$ cat src/rtl/serial_pkg.sv
// Shared serial-link definitions for the PISO transmitter and SIPO receiver.
package serial_pkg;
  typedef enum logic [1:0] {IDLE, DATA, STOP, BREAK} state_e;

  localparam logic START_BIT  = 1'b0;
  localparam logic STOP_BIT   = 1'b1;
  localparam logic IDLE_LEVEL = 1'b1;
  localparam int   DATA_W_DEF = 8;
endpackage

$ cat src/rtl/sipo_if.sv
// SIPO receiver bus: serial line in, word/flag outputs to the microprocessor side.
interface sipo_if #(parameter int DATA_W = 8);
  logic              data_i;
  logic              ack_i;
  logic [DATA_W-1:0] data_o;
  logic              valid_o;
  logic              busy_o;
  logic              frame_err_o;
  logic              overrun_o;

  modport master (output data_i, ack_i,
                  input  data_o, valid_o, busy_o, frame_err_o, overrun_o);
  modport slave  (input  data_i, ack_i,
                  output data_o, valid_o, busy_o, frame_err_o, overrun_o);
endinterface

$ cat src/rtl/sipo_sync.sv
// Two-flop synchronizer for the serial line; resets to the idle level so no false start bit appears.
import serial_pkg::*;

module sipo_sync (
  input  logic clk,
  input  logic rst,
  input  logic d_i,
  output logic q_o
);
  logic [1:0] sync_q, sync_d;

  always_comb sync_d = {sync_q[0], d_i};

  always_ff @(posedge clk or posedge rst)
    if (rst) sync_q <= {2{IDLE_LEVEL}};
    else     sync_q <= sync_d;

  assign q_o = sync_q[1];
endmodule

$ cat src/rtl/sipo.sv
// Serial-in parallel-out receiver: start/DATA_W bits MSB first/stop, valid/ack holding register.
// Define SIPO_SYNC_EN to insert a 2-flop synchronizer on data_i (adds 2 cycles of latency).
import serial_pkg::*;

module sipo #(
  parameter int DATA_W = DATA_W_DEF
) (
  input logic  sr_clk_i,
  input logic  rst_i,
  sipo_if.slave bus
);
  localparam int CW = (DATA_W > 1) ? $clog2(DATA_W) : 1;

  logic rx;
`ifdef SIPO_SYNC_EN
  sipo_sync u_sync (.clk(sr_clk_i), .rst(rst_i), .d_i(bus.data_i), .q_o(rx));
`else
  assign rx = bus.data_i;
`endif

  state_e            state_q, state_d;
  logic [CW-1:0]     cnt_q, cnt_d;
  logic [DATA_W-1:0] shreg_q, shreg_d;
  logic [DATA_W-1:0] data_q, data_d;
  logic              valid_q, valid_d;
  logic              ferr_q, ferr_d;
  logic              ovr_q, ovr_d;

  always_comb begin
    state_d = state_q;
    cnt_d   = cnt_q;
    shreg_d = shreg_q;
    data_d  = data_q;
    valid_d = valid_q;
    ferr_d  = 1'b0;
    ovr_d   = ovr_q;

    if (valid_q && bus.ack_i) begin
      valid_d = 1'b0;
      ovr_d   = 1'b0;
    end

    case (state_q)
      IDLE:
        if (rx == START_BIT) begin
          state_d = DATA;
          cnt_d   = '0;
        end
      DATA: begin
        shreg_d = {shreg_q[DATA_W-2:0], rx};
        cnt_d   = cnt_q + 1'b1;
        if (cnt_q == CW'(DATA_W-1)) state_d = STOP;
      end
      STOP: begin
        if (rx == STOP_BIT) begin
          data_d  = shreg_q;
          valid_d = 1'b1;
          // A completion keeps the overrun flag as-is when acked, sets it when not.
          if (valid_q) ovr_d = bus.ack_i ? ovr_q : 1'b1;
          state_d = IDLE;
        end else begin
          ferr_d  = 1'b1;
          shreg_d = '0;
          state_d = BREAK;
        end
      end
      BREAK:
        if (rx == IDLE_LEVEL) state_d = IDLE;
      default: state_d = IDLE;
    endcase
  end

  always_ff @(posedge sr_clk_i or posedge rst_i)
    if (rst_i) begin
      state_q <= IDLE;
      cnt_q   <= '0;
      shreg_q <= '0;
      data_q  <= '0;
      valid_q <= 1'b0;
      ferr_q  <= 1'b0;
      ovr_q   <= 1'b0;
    end else begin
      state_q <= state_d;
      cnt_q   <= cnt_d;
      shreg_q <= shreg_d;
      data_q  <= data_d;
      valid_q <= valid_d;
      ferr_q  <= ferr_d;
      ovr_q   <= ovr_d;
    end

  assign bus.data_o      = data_q;
  assign bus.valid_o     = valid_q;
  assign bus.busy_o      = (state_q != IDLE);
  assign bus.frame_err_o = ferr_q;
  assign bus.overrun_o   = ovr_q;
endmodule
$ cat src/flat_wrapper.sv
// flat-port wrapper written by rule: the top's interface ports become plain ports
module sipo_flat 
#(
  parameter int DATA_W = DATA_W_DEF
)
  (sr_clk_i, rst_i, bus_data_i, bus_ack_i, bus_data_o, bus_valid_o, bus_busy_o, bus_frame_err_o, bus_overrun_o);
  sipo_if #(.DATA_W(DATA_W)) bus_i ();
  input logic sr_clk_i;
  input logic rst_i;
  input wire logic [$bits(bus_i.data_i)-1:0] bus_data_i;
  input wire logic [$bits(bus_i.ack_i)-1:0] bus_ack_i;
  output wire logic [$bits(bus_i.data_o)-1:0] bus_data_o;
  output wire logic [$bits(bus_i.valid_o)-1:0] bus_valid_o;
  output wire logic [$bits(bus_i.busy_o)-1:0] bus_busy_o;
  output wire logic [$bits(bus_i.frame_err_o)-1:0] bus_frame_err_o;
  output wire logic [$bits(bus_i.overrun_o)-1:0] bus_overrun_o;
  assign bus_i.data_i = bus_data_i;
  assign bus_i.ack_i = bus_ack_i;
  assign bus_data_o = bus_i.data_o;
  assign bus_valid_o = bus_i.valid_o;
  assign bus_busy_o = bus_i.busy_o;
  assign bus_frame_err_o = bus_i.frame_err_o;
  assign bus_overrun_o = bus_i.overrun_o;
  sipo #(.DATA_W(DATA_W)) u_core (.sr_clk_i(sr_clk_i), .rst_i(rst_i), .bus(bus_i));
endmodule
$ cat config.mk
export PLATFORM = sky130hd
export DESIGN_NAME = sipo_flat
export DESIGN_NICKNAME = d
export VERILOG_FILES = /design/src/rtl/serial_pkg.sv /design/src/rtl/sipo_if.sv /design/src/rtl/sipo_sync.sv /design/src/rtl/sipo.sv /design/src/flat_wrapper.sv
export SDC_FILE = /design/constraint.sdc
export NUM_CORES = 1
export LEC_CHECK = 0
export CORE_UTILIZATION = 66
export CTS_BUF_LIST = sky130_fd_sc_hd__clkbuf_4
export DETAILED_ROUTE_END_ITERATION = 8
export DONT_BUFFER_PORTS = 1
export PLACE_DENSITY = 0.82
export SLEW_MARGIN = 20
export SYNTH_ARGS = -nofsm -noshare
export SYNTH_HDL_FRONTEND = slang
export SYNTH_SLANG_ARGS = --single-unit
$ cat constraint.sdc
create_clock -name sr_clk_i -period 1.7 [get_ports sr_clk_i]
set_input_delay 0.34 -clock sr_clk_i [delete_from_list [all_inputs] [get_ports sr_clk_i]]
set_output_delay 0.34 -clock sr_clk_i [all_outputs]
set_load 0.02 [all_outputs]
==> qor_table.md, run 1 <==
| Parameter | This run | Unit |
|---|---|---|
| Final Cycle Share | 0.910 | - |
| Iter 0 DRT Violations | 28 | - |
| Most heavily used metal layer in global routing | met1 | - |
| Clock H-tree levels | 1 | - |
| Met2 global-route usage | 0.278 | - |
| R2R cell count | 3 | - |
| Worst Setup SP | u_core.state_q[1] | - |
| Cell with the biggest individual delay on the critical path | dfrtp_1 | - |
| Number of antenna violations at the first check in global routing | 0 | - |
| Type of the worst setup path | register to output pin | - |
| Non-Clock Buffer Area Fraction | 0.0164 | - |
| Clock insertion delay at the later pin of the skew report | 300 | ps |
| First-pass GRT wire length | 2690 | µm |
| Worst hold slack across all endpoints | 106 | ps |
| Signal buffers | 2 | - |
| Commonest cells in the synthesized netlist | 24 x dfrtp_1, 9 x a21oi_1, 8 x mux2_4, 8 x nor2_1, 7 x o22ai_1 | - |
| Number of buffers on the longest clock path | 2 | - |
| Share of synthesized cell area in and, or, nand and nor gates | 0.0861 | - |
| Pins over their slew limit | 0 | - |
| Top-Level Pins | 16 | - |
| Max stage delay on crit path | 460 | ps |
| Tot GR Track Use | 0.202 | - |
| Top power group | registers | - |
| Peak supply drop | 1.27 | mV |
| Combinational power | 758 | µW |
| Seq cells post-synth | 24 | - |
| Critical path destination | bus_busy_o | - |
| Fillers | 92 | - |
| Most frequently placed logic cells in the final layout | 24 x dfrtp_1, 9 x a21oi_1, 8 x mux2_4, 8 x nor2_1, 7 x o22ai_1 | - |
| Antenna violation net count after detailed routing | 0 | - |
| Clock net sink count | 24 | - |
| Setup Fix Bufs, Post-CTS | 0 | - |
| Int Power | 1.32 | mW |
| Area of the multi-input gates | 382 | µm² |
| Most used DFF post-synth | dfrtp_1 | - |
| Flip-flops | 24 | - |
| Number of non-clock inverters | 5 | - |
| GRT overflow | 0 | - |
| Post-route total power | 2.21 | mW |
| Maxcap violations | 0 | - |
| Hold path depth | 1 | - |
| Worst-path clk slew | 120 | ps |
| Result of the run | completed | - |
| Compound-cell area share of the yosys netlist | 0.132 | - |
| Largest combinational cell category by area | AND-OR/OR-AND gates | - |
| Summed area of non-filler cells in the final layout | 0.00107 | mm² |
| Metal3 WL | 57 | µm |
| Power per standard cell area | 2070 | mW/mm² |
| Height of the chip | 41.5 | µm |
| Routed len/inst | 14.6 | µm |
| Register share after synthesis | 0.582 | - |
| Min-Delay Endpoint | u_core.state_q[0] | - |
| Clock period minus final worst setup slack | 1550 | ps |
| Cell area after synthesis | 0.00103 | mm² |
| Number of cell instances after yosys synthesis | 83 | - |
| Library cells used by synthesis | 19 | - |
| Mux contribution to synthesized area | 0.127 | - |
| Crit-path max FO | 8 | - |
| Sequential share of cell area | 0.562 | - |
| Multi-input combinational gate total | 51 | - |
| Post-detailed-route DRC marker count | 0 | - |
| End of the worst register-to-register path | u_core.bus.data_o[1] | - |
| Number of synthesis warnings | 0 | - |
| Dominant class by area | sequential cells | - |
| Max-slew headroom | 0.739 | - |
| Highest metal layer with signal wires | met4 | - |
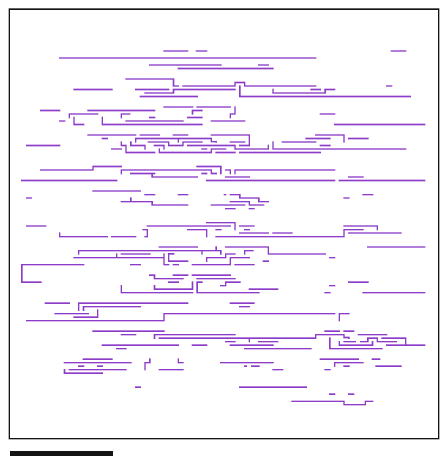
Figure 1: run 1, signal wires on met1.
The bar under the picture is 10 µm long.
- nets with wire on the layer: 88
- wire length on this layer: 743 µm
via count: 611
fraction of met1 tracks used by global routing: 0.310
DRT Wirelength: 1480 µm

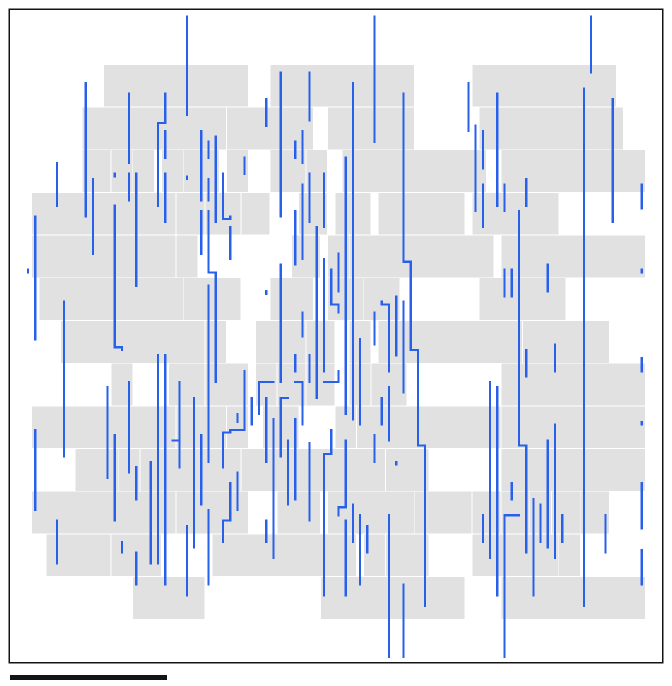
Figure 2: run 1, met2 routing.
The bar under the picture is 10 µm long.
- longest straight run: 33.0 µm
- wire length on this layer: 660 µm
- main direction: vertical
- share of all routed wire: 45%

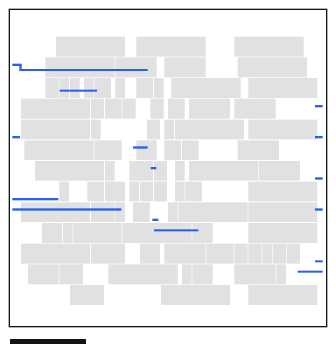
Figure 3: run 1, the metal 3 layer.
The bar under the picture is 10 µm long.
- wire length on this layer: 57.3 µm
- nets with wire on the layer: 12
GRT met3 Usage: 0.0609

Figure 4. Routing congestion map (run 1).
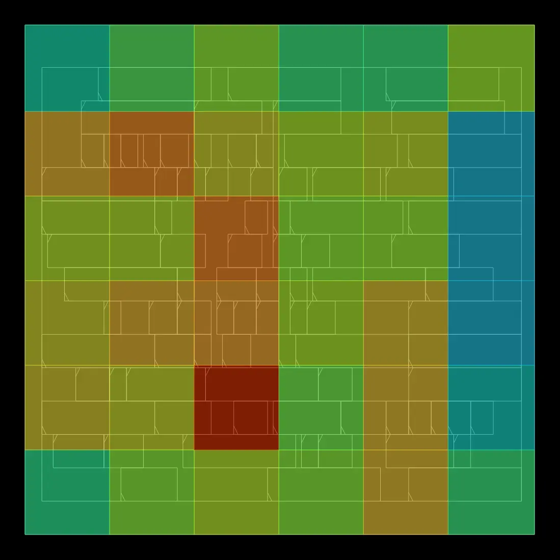

## Run 2: what changed since run 1
--- a/config.mk
+++ b/config.mk
@@ -5,6 +5,7 @@
 export SDC_FILE = /design/constraint.sdc
 export NUM_CORES = 1
 export LEC_CHECK = 0
+export ABC_AREA = 1
 export CORE_UTILIZATION = 66
 export CTS_BUF_LIST = sky130_fd_sc_hd__clkbuf_4
 export DETAILED_ROUTE_END_ITERATION = 8
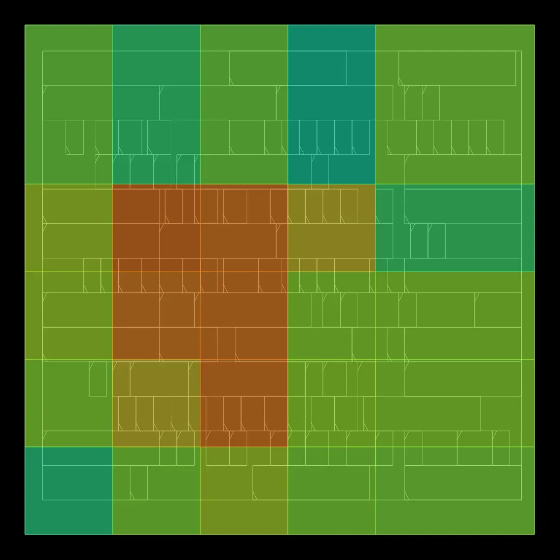
Figure 5: run 2, routing congestion map.
GRT met3 Usage: 0.0667
met2 global-route usage: 0.359
routed len/inst: 12.1 µm

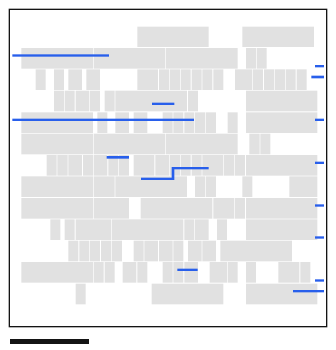
Figure 6: run 2, the metal 3 layer.
The bar under the picture is 10 µm long.
- wire length on this layer: 61.8 µm
- share of all routed wire: 4.0%
- nets with wire on the layer: 12
DRT Wirelength: 1550 µm
via count: 664

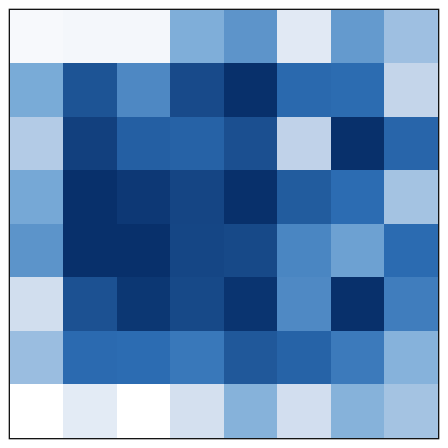
Figure 7: run 2, placement density heat map.
8 x 8 tiles, from white (low) to dark blue (high), 0 to 100% covered.
- fullest tile: 100%
- tiles over 75% full: 48%
- nearly empty tiles: 3.1%
fraction of the core area covered by cells at the end of the flow: 0.767
area of the core region: 0.00133 mm²
fraction of the core area occupied by cells at floorplan: 0.720

==> qor_table.md, run 2 <==
| Parameter | This run | Unit |
|---|---|---|
| Number of cell instances after yosys synthesis | 108 | - |
| Met2 Routed Length | 683 | µm |
| Int Power | 1.11 | mW |
| Crit-path max FO | 5 | - |
| Metal3 WL | 61 | µm |
| R2R cell count | 4 | - |
| Worst hold slack across all endpoints | 118 | ps |
| Hold path depth | 1 | - |
| Max-slew headroom | 0.767 | - |
| Highest metal layer with signal wires | met4 | - |
| Sequential share of cell area | 0.587 | - |
| Worst Setup SP | u_core.state_q[1] | - |
| Via count of the first global-routing pass | 585 | - |
| Largest combinational cell category by area | simple AND/OR/NAND/NOR gates | - |
| Peak supply drop | 1.10 | mV |
| Maxcap violations | 0 | - |
| Combinational power | 551 | µW |
| Number of antenna violations at the first check in global routing | 0 | - |
| Type of the worst setup path | register to output pin | - |
| Summed area of non-filler cells in the final layout | 0.00102 | mm² |
| Top-Level Pins | 16 | - |
| Min-Delay Endpoint | u_core.state_q[1] | - |
| Critical path destination | bus_busy_o | - |
| Library cells used by synthesis | 12 | - |
| GRT overflow | 0 | - |
| Compound-cell area share of the yosys netlist | 0.0261 | - |
| Non-Clock Buffer Area Fraction | 0.0318 | - |
| Pins over their slew limit | 0 | - |
| Hold_buf cts | 1 | - |
| Commonest cells in the synthesized netlist | 47 x nand2_1, 24 x dfrtp_1, 10 x inv_1, 10 x nand3_1, 5 x nor2_1 | - |
| Area of the multi-input gates | 308 | µm² |
| Final setup violation count | 0 | - |
| Mux contribution to synthesized area | 0 | - |
| Post-detailed-route DRC marker count | 0 | - |
| First-pass GRT wire length | 2380 | µm |
| Worst-path clk slew | 120 | ps |
| Cell area after synthesis | 960 | µm² |
| Most frequently placed logic cells in the final layout | 47 x nand2_1, 24 x dfrtp_1, 10 x inv_1, 10 x nand3_1, 5 x nor2_1 | - |
| Clock period minus final worst setup slack | 1330 | ps |
| Height of the chip | 40.1 | µm |
| Iter 0 DRT Violations | 21 | - |
| Pleak | 0.584 | nW |
| Register share after synthesis | 0.626 | - |
| Result of the run | completed | - |
| Post-route total power | 1.91 | mW |
| Tot GR Track Use | 0.234 | - |
| Fraction of met1 tracks used by global routing | 0.308 | - |
| Transition time at the pin with the least slew margin | 349 | ps |
| Power per standard cell area | 1870 | mW/mm² |
| Seq cells post-synth | 24 | - |
| WL met1 | 784 | µm |
| Antenna violation net count after detailed routing | 0 | - |
| Most heavily used metal layer in global routing | met2 | - |
| Fillers | 81 | - |
| Dominant class by area | sequential cells | - |
| Max stage delay on crit path | 440 | ps |
| Chip area estimate from yosys synthesis | 960 | µm² |
| Number of synthesis warnings | 0 | - |
| Final Cycle Share | 0.785 | - |
| Most used DFF post-synth | dfrtp_1 | - |
| Share of synthesized cell area in and, or, nand and nor gates | 0.269 | - |
| Setup Fix Bufs, Post-CTS | 0 | - |
No activity file was given, so power comes from the tool's default toggle rates.
